### Congestion heat map

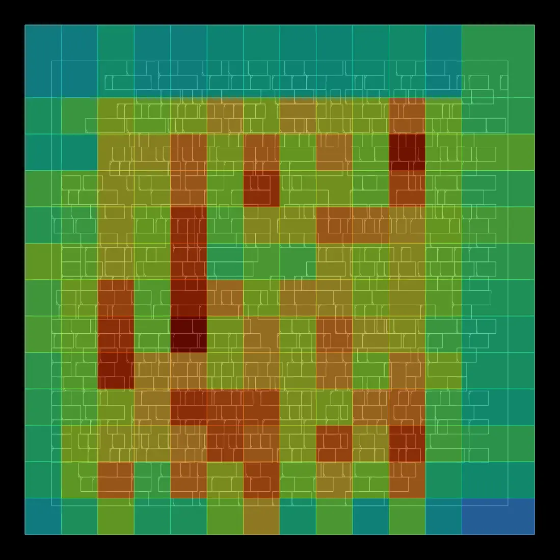
### Ports around the boundary

Pins as bars across the die edge, other pins in gray.
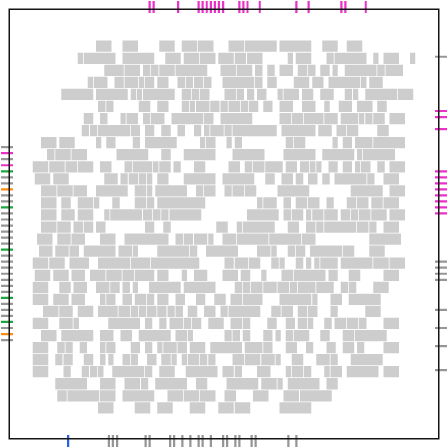
## config.mk

```make
export PLATFORM = sky130hd
export DESIGN_NAME = hazard_ctrl
export DESIGN_NICKNAME = d
export VERILOG_FILES = /design/src/rtl/hazard_ctrl_pkg.sv /design/src/rtl/hazard_sat_cnt.sv /design/src/rtl/hazard_ctrl.sv
export SDC_FILE = /design/constraint.sdc
export NUM_CORES = 1
export LEC_CHECK = 0
export CORE_MARGIN = 5
export CORE_UTILIZATION = 50
export CTS_BUF_LIST = sky130_fd_sc_hd__clkbuf_4
export DETAILED_ROUTE_END_ITERATION = 8
export PLACE_DENSITY = 0.81
export SETUP_SLACK_MARGIN = 0.05
export SLEW_MARGIN = 20
export SYNTH_ARGS = -nofsm -noshare
export SYNTH_HDL_FRONTEND = slang
export SYNTH_HIERARCHICAL = 1
export SYNTH_SLANG_ARGS = --single-unit
```

## constraint.sdc

```tcl
create_clock -name clk -period 7.6 [get_ports clk]
set_clock_uncertainty 0.1 [all_clocks]
set_input_delay 1.52 -clock clk [delete_from_list [all_inputs] [get_ports clk]]
set_output_delay 1.52 -clock clk [all_outputs]
set_load 0.01 [all_outputs]
```

## src/rtl/hazard_ctrl_pkg.sv

```systemverilog
// Shared definitions for the pipeline hazard controller: field widths,
// write-back select encodings and FSM state encodings.
package hazard_ctrl_pkg;

    localparam int WIDTH_REGMARK = 5;
    localparam int WIDTH_RegWE   = 1;
    localparam int WIDTH_RWSel   = 2;

    localparam logic [WIDTH_RWSel-1:0] RWSEL_DRAM = 2'd1;

    localparam int SAT_W = 32;

    typedef enum logic [1:0] {
        ST_RUN   = 2'd0,
        ST_FLUSH = 2'd1
    } hz_state_e;

endpackage

```

## src/rtl/hazard_sat_cnt.sv

```systemverilog
// 32-bit event counter that sticks at all-ones instead of wrapping.
module hazard_sat_cnt
    import hazard_ctrl_pkg::*;
(
    input  logic             clk,
    input  logic             clr,
    input  logic             inc,
    output logic [SAT_W-1:0] cnt
);

    logic [SAT_W-1:0] cnt_q;
    logic [SAT_W-1:0] cnt_nxt;

    always_comb begin
        cnt_nxt = cnt_q;
        if (inc && (cnt_q != {SAT_W{1'b1}})) begin
            cnt_nxt = cnt_q + {{(SAT_W-1){1'b0}}, 1'b1};
        end
    end

    // Written every cycle so the stored value always tracks cnt_nxt.
    always_ff @(posedge clk) begin
        if (clr) begin
            cnt_q <= '0;
        end else begin
            cnt_q <= cnt_nxt;
        end
    end

    assign cnt = cnt_q;

endmodule

```

## src/rtl/hazard_ctrl.sv

```systemverilog
// Pipeline hazard controller: load-use stalls and post-redirect front-end
// squash, with saturating event counters.
module hazard_ctrl
    import hazard_ctrl_pkg::*;
#(
    parameter int FLUSH_CYC = 2
) (
    input  logic                     clk,
    input  logic                     rst,
    input  logic [WIDTH_REGMARK-1:0] id_rs1,
    input  logic                     id_rs1_used,
    input  logic [WIDTH_REGMARK-1:0] id_rs2,
    input  logic                     id_rs2_used,
    input  logic [WIDTH_REGMARK-1:0] ex_RegWr,
    input  logic [WIDTH_RegWE-1:0]   ex_RegWe,
    input  logic [WIDTH_RWSel-1:0]   ex_RWSel,
    input  logic                     ex_redirect,
    output logic                     stop_PC,
    output logic                     stop_IF,
    output logic                     flush_IF,
    output logic                     stop_ID,
    output logic [1:0]               state_o,
    output logic [SAT_W-1:0]         stall_cnt,
    output logic [SAT_W-1:0]         flush_cnt
);

    localparam logic [2:0] SQ_LOAD = 3'(FLUSH_CYC - 1);

    hz_state_e  state;
    logic [2:0] sq_cnt;
    logic       load_use;
    logic       redirect_ev;
    logic       stall_ev;

    always_comb begin
        load_use = (|ex_RegWe) && (ex_RWSel == RWSEL_DRAM) && (ex_RegWr != '0) &&
                   ((id_rs1_used && (id_rs1 == ex_RegWr)) ||
                    (id_rs2_used && (id_rs2 == ex_RegWr)));
    end

    // Events are only honoured in RUN; in FLUSH the EX stage holds a bubble.
    assign redirect_ev = !rst && (state == ST_RUN) && ex_redirect;
    assign stall_ev    = !rst && (state == ST_RUN) && !ex_redirect && load_use;

    always_comb begin
        stop_PC  = 1'b0;
        stop_IF  = 1'b0;
        flush_IF = 1'b0;
        stop_ID  = 1'b0;
        if (!rst) begin
            case (state)
                ST_RUN: begin
                    if (ex_redirect) begin
                        flush_IF = 1'b1;
                        stop_ID  = 1'b1;
                    end else if (load_use) begin
                        stop_PC  = 1'b1;
                        stop_IF  = 1'b1;
                        stop_ID  = 1'b1;
                    end
                end
                ST_FLUSH: begin
                    flush_IF = 1'b1;
                    stop_ID  = 1'b1;
                end
                default: ;
            endcase
        end
    end

    // The redirect cycle is itself the first squash cycle, so FLUSH lasts
    // FLUSH_CYC-1 further cycles and is skipped entirely when that is zero.
    always_ff @(posedge clk) begin
        if (rst) begin
            state  <= ST_RUN;
            sq_cnt <= '0;
        end else begin
            case (state)
                ST_RUN: begin
                    if (ex_redirect && (SQ_LOAD != 3'd0)) begin
                        state  <= ST_FLUSH;
                        sq_cnt <= SQ_LOAD;
                    end
                end
                ST_FLUSH: begin
                    if (sq_cnt <= 3'd1) begin
                        state  <= ST_RUN;
                        sq_cnt <= '0;
                    end else begin
                        sq_cnt <= sq_cnt - 3'd1;
                    end
                end
                default: begin
                    state  <= ST_RUN;
                    sq_cnt <= '0;
                end
            endcase
        end
    end

    assign state_o = state;

    hazard_sat_cnt u_stall_cnt (
        .clk (clk),
        .clr (rst),
        .inc (stall_ev),
        .cnt (stall_cnt)
    );

    hazard_sat_cnt u_flush_cnt (
        .clk (clk),
        .clr (rst),
        .inc (redirect_ev),
        .cnt (flush_cnt)
    );

endmodule
```

==> changes_impl.md <==
## Implementation

* Min Tclk post-route at 5.13 ns
* Inverters at 6
* Leakage power at 1.45 nW
* Initial antenna violation count at 0
* Count of final hold-check violations at 0
* Post-place instance area at 4700 um2
* Largest net degree at the start of global routing at 77
* Hold endpoint: sq_cnt[2]
* Fmax at 195 MHz
* Root buffer cell: clkbuf_4
* Multi-input gates at 348
* Dpl cells at 615
* Starting DRT DRC Count at 225
* Final RePlAce weighted congestion at 0.863
* Clock tree from TritonCTS: built
* Final count of negative-setup-slack endpoints at 0
* MaxCap Viol Count at 0
* Hold path cells at 2
* Die Span Y at 96.6 um
* EDFF count, synth at 0
* CTS H-Tree Depth at 3
* Compound Share, Synth at 0.184
* Clk_lat worst skew at 0.41 ns
* CTS sink cnt at 68
* Most instantiated logic cells after routing: 90 x clkdlybuf4s50_1, 68 x dfxtp_1, 46 x a21oi_1
* Slew @ Worst Pin at 0.874 ns
* Syn Std Cell Area at 3750 um2
* Slew Limit Fails at 0
* Top cell excl fill/tap: clkdlybuf4s50_1
* Vias in the first global route at 3448
* Combinational power at 0.0464 mW
* DR pass1 iterations at 5
* Yosys reg bits at 68
* Basic Gates by Area at 0.329
* Worst Hold Launch: sq_cnt[2]
* CTS Buf Count at 9
* Synthesis-to-layout area growth at 29.8%
* Status: completed
## Picture notes: 'Congestion heat map'
wire per inst: 15.6 um
grt met1 use: 0.271

## Picture notes: 'Ports around the boundary'
green -> `id_rs2`  # pins 5, direction input, edge left
orange -> `ex_RWSel`  # pins 2, direction input, edge left
magenta -> `flush_cnt`  # pins 32, direction output, edge 19 top, 11 right, 2 left
blue -> `clk`  # pins 1, direction input, edge bottom

==> cell usage after synthesis (all sizes together) (10+ instances only) <==
| cell type | number | area share |
|---|---|---|
| dfxtp | 68 | 0.36 |
| a21oi | 46 | 0.061 |
| nor2 | 31 | 0.031 |
| nand3 | 29 | 0.041 |
| or4 | 25 | 0.050 |
| o31ai | 24 | 0.048 |
| or3 | 23 | 0.041 |
| nand2 | 20 | 0.020 |
| nand4 | 20 | 0.033 |
| o21ai | 19 | 0.026 |
| clkbuf | 16 | 0.016 |
| nor4 | 14 | 0.028 |
| xnor2 | 14 | 0.033 |
| xor2 | 10 | 0.023 |
==> metal layers <==
layer,vias up,global-route usage
met3,12,0.0434
met4,0,0.0748
met5,-,0
met2,124,0.347
met1,1840,0.271
li1,1879,-
No activity file was given, so power comes from the tool's default toggle rates.
